$ cat src/rtl/usb_out_ep_buffer.sv
// Single-packet OUT endpoint buffer: captures one DATA packet from the USB receive path,
// returns ACK/NAK/STALL, tracks the data toggle and hands the bytes to an endpoint consumer.
module usb_out_ep_buffer #(
  parameter int MAX_OUT_PACKET_SIZE = 32
) (
  input  logic       clk,
  input  logic       reset,
  input  logic       rx_pkt_start,
  input  logic       rx_setup,
  input  logic       rx_pid_data1,
  input  logic       rx_data_put,
  input  logic [7:0] rx_data,
  input  logic       rx_pkt_end,
  input  logic       rx_pkt_valid,
  output logic       hs_valid,
  output logic [1:0] hs_pid,
  input  logic       out_ep_req,
  output logic       out_ep_grant,
  output logic       out_ep_data_avail,
  output logic       out_ep_setup,
  input  logic       out_ep_data_get,
  output logic [7:0] out_ep_data,
  input  logic       out_ep_stall,
  output logic       out_ep_acked
);

  localparam int AW = $clog2(MAX_OUT_PACKET_SIZE);
  localparam int PW = AW + 1;
  localparam logic [PW-1:0] MAX_PTR = PW'(MAX_OUT_PACKET_SIZE);

  localparam logic [1:0] HS_NONE  = 2'd0;
  localparam logic [1:0] HS_ACK   = 2'd1;
  localparam logic [1:0] HS_NAK   = 2'd2;
  localparam logic [1:0] HS_STALL = 2'd3;

  typedef enum logic [1:0] {
    READY   = 2'd0,
    PUTTING = 2'd1,
    GETTING = 2'd2
  } state_t;

  state_t state, state_next;

  logic [7:0]    mem [MAX_OUT_PACKET_SIZE];
  logic [PW-1:0] wptr;
  logic [PW-1:0] rptr;
  logic [PW-1:0] length;
  logic          overflow;
  logic          setup_flag;
  logic          toggle;
  logic          toggle_next;
  logic          ignoring;
  logic          ignore_set;
  logic          start_put;
  logic          accept;
  logic          hs_valid_next;
  logic [1:0]    hs_pid_next;
  logic          do_write;
  logic          do_get;

  assign out_ep_grant      = out_ep_req && (state == GETTING);
  assign out_ep_data_avail = (state == GETTING) && (rptr < length);
  assign out_ep_setup      = setup_flag;
  assign do_get            = out_ep_data_get && out_ep_grant && out_ep_data_avail;
  assign do_write          = (state == PUTTING) && rx_data_put && (wptr != MAX_PTR);

  always_ff @(posedge clk or negedge reset) begin
    if (!reset) begin
      state <= READY;
    end else begin
      state <= state_next;
    end
  end

  always_comb begin
    state_next    = state;
    start_put     = 1'b0;
    accept        = 1'b0;
    ignore_set    = 1'b0;
    toggle_next   = toggle;
    hs_valid_next = 1'b0;
    hs_pid_next   = HS_NONE;
    case (state)
      READY: begin
        if (rx_pkt_start) begin
          state_next = PUTTING;
          start_put  = 1'b1;
        end
      end
      PUTTING: begin
        if (rx_pkt_end) begin
          state_next = READY;
          if (!rx_pkt_valid) begin
            hs_valid_next = 1'b0;
          end else if (overflow) begin
            hs_valid_next = 1'b1;
            hs_pid_next   = HS_NAK;
          end else if (!setup_flag && out_ep_stall) begin
            hs_valid_next = 1'b1;
            hs_pid_next   = HS_STALL;
          end else if (setup_flag) begin
            hs_valid_next = 1'b1;
            if (rx_pid_data1) begin
              hs_pid_next = HS_NAK;
            end else begin
              hs_pid_next = HS_ACK;
              toggle_next = 1'b1;
              accept      = 1'b1;
              state_next  = GETTING;
            end
          end else if (rx_pid_data1 == toggle) begin
            hs_valid_next = 1'b1;
            hs_pid_next   = HS_ACK;
            toggle_next   = ~toggle;
            accept        = 1'b1;
            state_next    = GETTING;
          end else begin
            // Host retransmission of a packet already accepted: ACK it but drop the data.
            hs_valid_next = 1'b1;
            hs_pid_next   = HS_ACK;
          end
        end
      end
      GETTING: begin
        if (rx_pkt_start && rx_setup) begin
          state_next = PUTTING;
          start_put  = 1'b1;
        end else if (rx_pkt_start) begin
          ignore_set = 1'b1;
        end else if (rptr == length) begin
          state_next = READY;
        end
      end
      default: state_next = READY;
    endcase
    // An OUT packet that arrived while the buffer was still held is refused once it ends.
    if (ignoring && rx_pkt_end) begin
      hs_valid_next = 1'b1;
      hs_pid_next   = HS_NAK;
    end
  end

  always_ff @(posedge clk) begin
    if (do_write) begin
      mem[wptr[AW-1:0]] <= rx_data;
    end
  end

  always_ff @(posedge clk or negedge reset) begin
    if (!reset) begin
      wptr         <= '0;
      rptr         <= '0;
      length       <= '0;
      overflow     <= 1'b0;
      setup_flag   <= 1'b0;
      toggle       <= 1'b0;
      ignoring     <= 1'b0;
      hs_valid     <= 1'b0;
      hs_pid       <= HS_NONE;
      out_ep_acked <= 1'b0;
      out_ep_data  <= 8'd0;
    end else begin
      hs_valid     <= hs_valid_next;
      hs_pid       <= hs_pid_next;
      out_ep_acked <= accept;
      toggle       <= toggle_next;

      if (start_put) begin
        wptr       <= '0;
        overflow   <= 1'b0;
        setup_flag <= rx_setup;
      end else if ((state == PUTTING) && rx_data_put) begin
        if (wptr == MAX_PTR) begin
          overflow <= 1'b1;
        end else begin
          wptr <= wptr + PW'(1);
        end
      end

      if (accept) begin
        length <= wptr;
      end

      if (ignore_set) begin
        ignoring <= 1'b1;
      end else if (rx_pkt_end) begin
        ignoring <= 1'b0;
      end

      if (do_get) begin
        out_ep_data <= mem[rptr[AW-1:0]];
      end

      if (start_put) begin
        rptr <= '0;
      end else if (do_get) begin
        rptr <= rptr + PW'(1);
      end else if ((state == GETTING) && (state_next == READY)) begin
        rptr <= '0;
      end
    end
  end

endmodule
$ cat config.mk
export PLATFORM = sky130hd
export DESIGN_NAME = usb_out_ep_buffer
export DESIGN_NICKNAME = d
export VERILOG_FILES = /design/src/rtl/usb_out_ep_buffer.sv
export SDC_FILE = /design/constraint.sdc
export NUM_CORES = 1
export LEC_CHECK = 0
export ABC_AREA = 1
export CAP_MARGIN = 20
export CORE_ASPECT_RATIO = 0.8
export CORE_MARGIN = 5
export CORE_UTILIZATION = 51
export DETAILED_ROUTE_END_ITERATION = 10
export PLACE_DENSITY = 0.79
export SLEW_MARGIN = 5
export SYNTH_ARGS = -nofsm -noshare
export SYNTH_HDL_FRONTEND = slang
export SYNTH_SLANG_ARGS = --single-unit
$ cat constraint.sdc
create_clock -name clk -period 2.4 [get_ports clk]
set_input_delay 0.48 -clock clk [delete_from_list [all_inputs] [get_ports clk]]
set_output_delay 0.48 -clock clk [all_outputs]
set_load 0.03 [all_outputs]
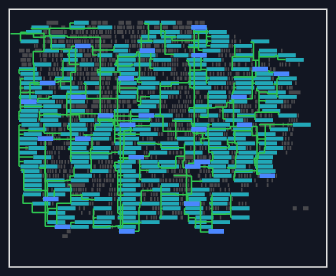
(run_1/clock_wires.png)
green -> clock wires  # length 2990 um
cyan -> flip-flops  # count 292
blue -> clock-net drivers  # count 27
routed clock nets = 28

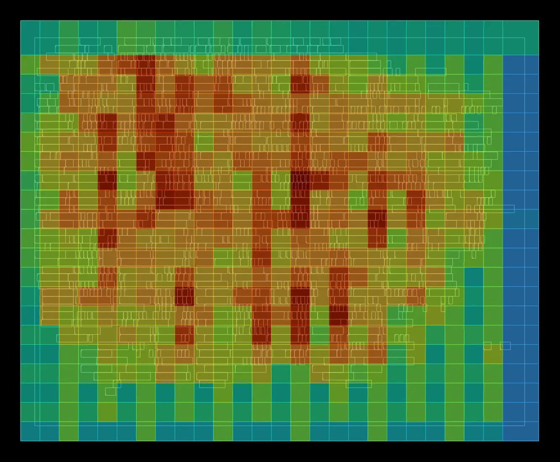
(run_1/congestion_map.png)
average detailed-routed wire length per instance: 18.8 um
All-Layer GR Usage: 0.220
grt peak-use layer: met1

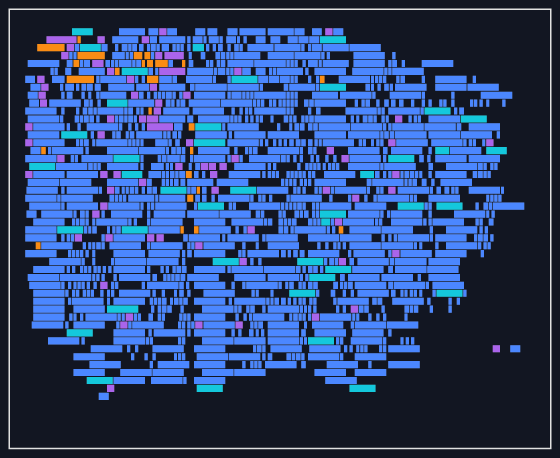
(run_1/sizing.png)
orange -> x2  # cells 25
blue -> x1 and smaller  # cells 1163
cyan -> x6 and larger  # cells 41
purple -> x3 and x4  # cells 74

run 1: stage by stage:
step / TNS [ns] / cells / hold WS, ns / cell area, um^2
2_1_floorplan: 0 / 1202 / 0.184 / 12500
3_3_place_gp: 0 / 1564 / 0.465 / 13500
3_5_place_dp: 0 / 1564 / 0.467 / 13500
4_1_cts: 0 / 1614 / 0.486 / 14400
5_1_grt: -0.0122 / 1621 / 0.502 / 14500
6_report: 0 / 1621 / 0.492 / 14500
run 1: what timing repair did:
action                     in CTS  in global routing
setup buffers                   0                  7
resized                         6                  6
pin swaps                       0                  3
hold buffers                    1                  0
setup endpoints to repair       2                  1
hold endpoints to repair       27                  0
==> impl_metrics.env, run 1 <==
# implementation run metrics
export IMPL_cp_num_cells=7
export IMPL_pg_seq_uw=5780
export IMPL_final_layout_top_logic_cells="nand2_1 (399), edfxtp_1 (256), nor2_1 (168), nand3_1 (113), inv_1 (70)"
export IMPL_cts_made_buffers=27
export IMPL_timing_rr_end="out_ep_data[4]"
export IMPL_synth_top_cells_by_area="edfxtp_1 (61%), nand2_1 (12%), dfrtp_1 (7.2%)"
export IMPL_clkPwrFrac=0.391
export IMPL_largest_register_ff_count=256
export IMPL_ys_area_um2=12500
export IMPL_vias_post_dr=8800
export IMPL_proportion_of_synthesized_chip_area_in_sequential_cells=0.685
export IMPL_report_final_slew_viol_count=0
export IMPL_multi_input_comb_cells=777
export IMPL_simple_gate_fraction_of_synth_area=0.229
export IMPL_internal_power_uw=8600
export IMPL_worstRegToRegCells=11
export IMPL_hpwl_um=18700
export IMPL_critical_path_slowest_cell="dfrtp_2"
export IMPL_adder_share=0.0110
export IMPL_clk_latency_ns=0.54
export IMPL_whs_path_depth=2
export IMPL_ys_cells=1202
export IMPL_required_ns=1.92
export IMPL_synthesis_yosys_warnings=0
export IMPL_syn_num_nets=1232
export IMPL_power_leakage_uw=0.00578
export IMPL_regToRegSetupSlack_ns=0.31
export IMPL_layout_sequential_cells=292
export IMPL_postSynthRegisterBits=292
export IMPL_globalRoute_totalOverflow=0
export IMPL_floorplan_core_util=0.516
export IMPL_drtPass1Iterations=5
export IMPL_clock_path_buffers=3
export IMPL_well_tap_count=318
export IMPL_worstHoldPathType="flip-flop to flip-flop"
export IMPL_buffer_area_frac=0.0642
export IMPL_most_common_cell="nand2_1"
export IMPL_worst_hold_path_endpoint="out_ep_data[7]"
export IMPL_layout_area_top_class="registers"
export IMPL_slew_headroom=0.486
export IMPL_wirelength_um=30400
export IMPL_cp_start_kind="flip-flop"
export IMPL_use_met2=0.332
export IMPL_top_cells_by_count="nand2_1 (399), edfxtp_1 (256), nor2_1 (169)"
export IMPL_timing_final_crit_period_ns=2.32
export IMPL_warning_count=33
export IMPL_drt_met1_wl_um=12700
export IMPL_top_level_ports=34
export IMPL_tightest_slew_ns=0.772
export IMPL_met1_usage=0.333
export IMPL_post_synth_xor_area_fraction=0.00140
export IMPL_io_buffer_count=33
export IMPL_sh_seq_area=0.593
export IMPL_die_height_um=150
export IMPL_status="completed"
export IMPL_postSynth_topFlopCell="edfxtp_1"
export IMPL_crit_chain="ha_4 > nand2_1 > nor2_2 > o21ai_2 > nand3_1 > inv_1 > buf_6"
export IMPL_timing_critical_path_to_type="output port"
export IMPL_area_sequential_um2=8600
export IMPL_layout_worst_path_cycle_share=0.967
export IMPL_synth_area_mux_share=0
export IMPL_post_synth_top_area_fraction=0.613
export IMPL_layout_core_utilization=0.597
export IMPL_avgViaCountPerCell=5.43
export IMPL_clock_tree_root_cell="clkbuf_16"
export IMPL_number_of_nets_in_the_layout=1313
export IMPL_critPathTopFamily="flip-flops"
export IMPL_worstSetupStartpoint="rptr[2]"
export IMPL_worst_slack_ns=0.0790
export IMPL_drive_gt1_frac=0.107
export IMPL_dr_wl_met3_um=3200
export IMPL_synthAoiAreaFrac=0.0235
export IMPL_grt_antenna_before_repair=0
export IMPL_average_size_of_a_mapped_cell_um2=10.4
export IMPL_timing_critical_path_fanout_max=4
export IMPL_insertedDiodeCount=0
export IMPL_synth_largest_area_cell="edfxtp_1"
export IMPL_critical_path_max_stage_delay_ns=0.46
export IMPL_seqPwrFrac=0.518
export IMPL_inverters_excl_clock=80
export IMPL_logic_area_um2=3370
export IMPL_rr_startpoint="rptr[1]"
==> run 2: changes to the inputs <==
CTS_BUF_LIST = sky130_fd_sc_hd__clkbuf_8 sky130_fd_sc_hd__clkbuf_16   (was not set)
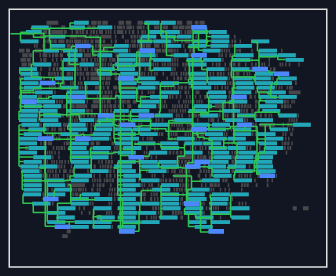
(run_2/clock_wires.png)
cyan -> flip-flops  # count 292
blue -> clock-net drivers  # count 27
green -> clock wires  # length 3020 um
routed clock nets = 28

==> run 2 against run 1 <==
  * Flip-flop count did not move
  * Utilization did not move
  * Critical path depth did not move
  * Global-route usage did not move
  * Largest power group unchanged
  * Wire length barely moved
  * Critical path type unchanged
  * Final cell count did not move
  * Synthesized area did not move
==> impl_metrics.env, run 2 <==
# implementation run metrics
export IMPL_clock_path_buffers=3
export IMPL_pg_seq_uw=5780
export IMPL_synthAoiAreaFrac=0.0235
export IMPL_synth_largest_area_cell="edfxtp_1"
export IMPL_timing_final_crit_period_ns=2.32
export IMPL_internal_power_uw=8570
export IMPL_largest_register_ff_count=256
export IMPL_postSynth_topFlopCell="edfxtp_1"
export IMPL_clock_tree_root_cell="clkbuf_16"
export IMPL_place_inst=1564
export IMPL_timing_rr_end="out_ep_data[7]"
export IMPL_global_route_usage_total=0.220
export IMPL_grt_antenna_before_repair=0
export IMPL_worstHoldPathType="flip-flop to flip-flop"
export IMPL_seqPwrFrac=0.519
export IMPL_proportion_of_synthesized_chip_area_in_sequential_cells=0.685
export IMPL_floorplan_core_util=0.516
export IMPL_avgViaCountPerCell=5.44
export IMPL_clkPwrFrac=0.389
export IMPL_status="completed"
export IMPL_logic_area_um2=3370
export IMPL_post_cts_buffers=0
export IMPL_top_level_ports=34
export IMPL_buffer_area_frac=0.0642
export IMPL_wirelength_um=30500
export IMPL_whs_path_depth=2
export IMPL_worstRegToRegCells=11
export IMPL_synth_area_mux_share=0
export IMPL_post_synth_top_area_fraction=0.613
export IMPL_worst_slack_ns=0.0822
export IMPL_drive_gt1_frac=0.107
export IMPL_fin_area_um2=14500
export IMPL_crit_chain="ha_4 > nand2_1 > nor2_2 > o21ai_2 > nand3_1 > inv_1 > buf_6"
export IMPL_simple_gate_fraction_of_synth_area=0.229
export IMPL_cp_start_kind="flip-flop"
export IMPL_layoutNonFillerInstCount=1621
export IMPL_clk_latency_ns=0.55
export IMPL_holdWs_ns=0.492
export IMPL_syn_num_nets=1232
export IMPL_critical_path_slowest_cell="dfrtp_2"
export IMPL_drtPass1Iterations=6
export IMPL_critPathTopFamily="flip-flops"
export IMPL_report_final_slew_viol_count=0
export IMPL_postCtsResizedCells=6
export IMPL_timing_critical_path_to_type="output port"
export IMPL_well_tap_count=318
export IMPL_hpwl_um=18700
export IMPL_rr_startpoint="rptr[1]"
export IMPL_insertedDiodeCount=0
export IMPL_average_size_of_a_mapped_cell_um2=10.4
export IMPL_warning_count=33
export IMPL_io_buffer_count=33
export IMPL_synth_top_cells_by_area="edfxtp_1 (61%), nand2_1 (12%), dfrtp_1 (7.2%)"
export IMPL_required_ns=1.92
export IMPL_synthesis_yosys_warnings=0
export IMPL_top_cells_by_count="nand2_1 (399), edfxtp_1 (256), nor2_1 (169)"
export IMPL_die_height_um=150
export IMPL_ys_cells=1202
export IMPL_post_synth_xor_area_fraction=0.00140
export IMPL_slew_headroom=0.493
export IMPL_layout_sequential_cells=292
export IMPL_final_layout_top_logic_cells="nand2_1 (399), edfxtp_1 (256), nor2_1 (168), nand3_1 (113), inv_1 (76)"
export IMPL_vias_post_dr=8817
export IMPL_ys_area_um2=12500
export IMPL_most_common_cell="nand2_1"
export IMPL_tightest_slew_ns=0.761
export IMPL_area_sequential_um2=8600
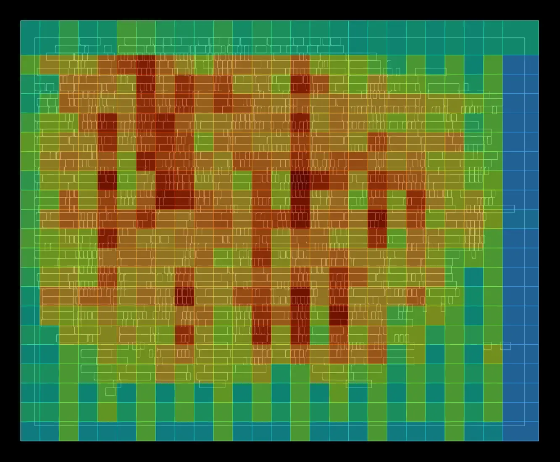
(run_2/congestion_map.png)
Global Route met3 Usage: 0.0374
average detailed-routed wire length per instance: 18.8 um
fraction of the core area covered by cells at the end of the flow: 0.597
fraction of met2 tracks used by global routing: 0.332
met1 track demand over resource in global routing: 0.333

## run 2: cell counts after synthesis
No cell type changed its count.
## run 2: per-layer routing
metal  global-route usage  wire (um)  part of all wire  vias to the layer above
met1                0.333      12800              0.42                     4117
li1                     -          -                 -                     4140
met3               0.0374       3130              0.10                       68
met2                0.332      13500              0.44                      492
met5                    0          0                 0                        -
met4               0.0631        951             0.031                        0
## run 2: worst max path at each step
stage,from,to,slack [ns],cells after the start
CTS,rptr[5],out_ep_data_avail,0.007,7
floorplan,rptr[0],out_ep_data_avail,0.34,8
detailed placement,rx_data_put,mem[27][0],0.13,9
finish,rptr[2],out_ep_data_avail,0.08,7
global placement,rx_data_put,mem[15][4],0.08,9
global route,rptr[5],out_ep_data_avail,-0.01,7
No activity file was given, so power comes from the tool's default toggle rates.
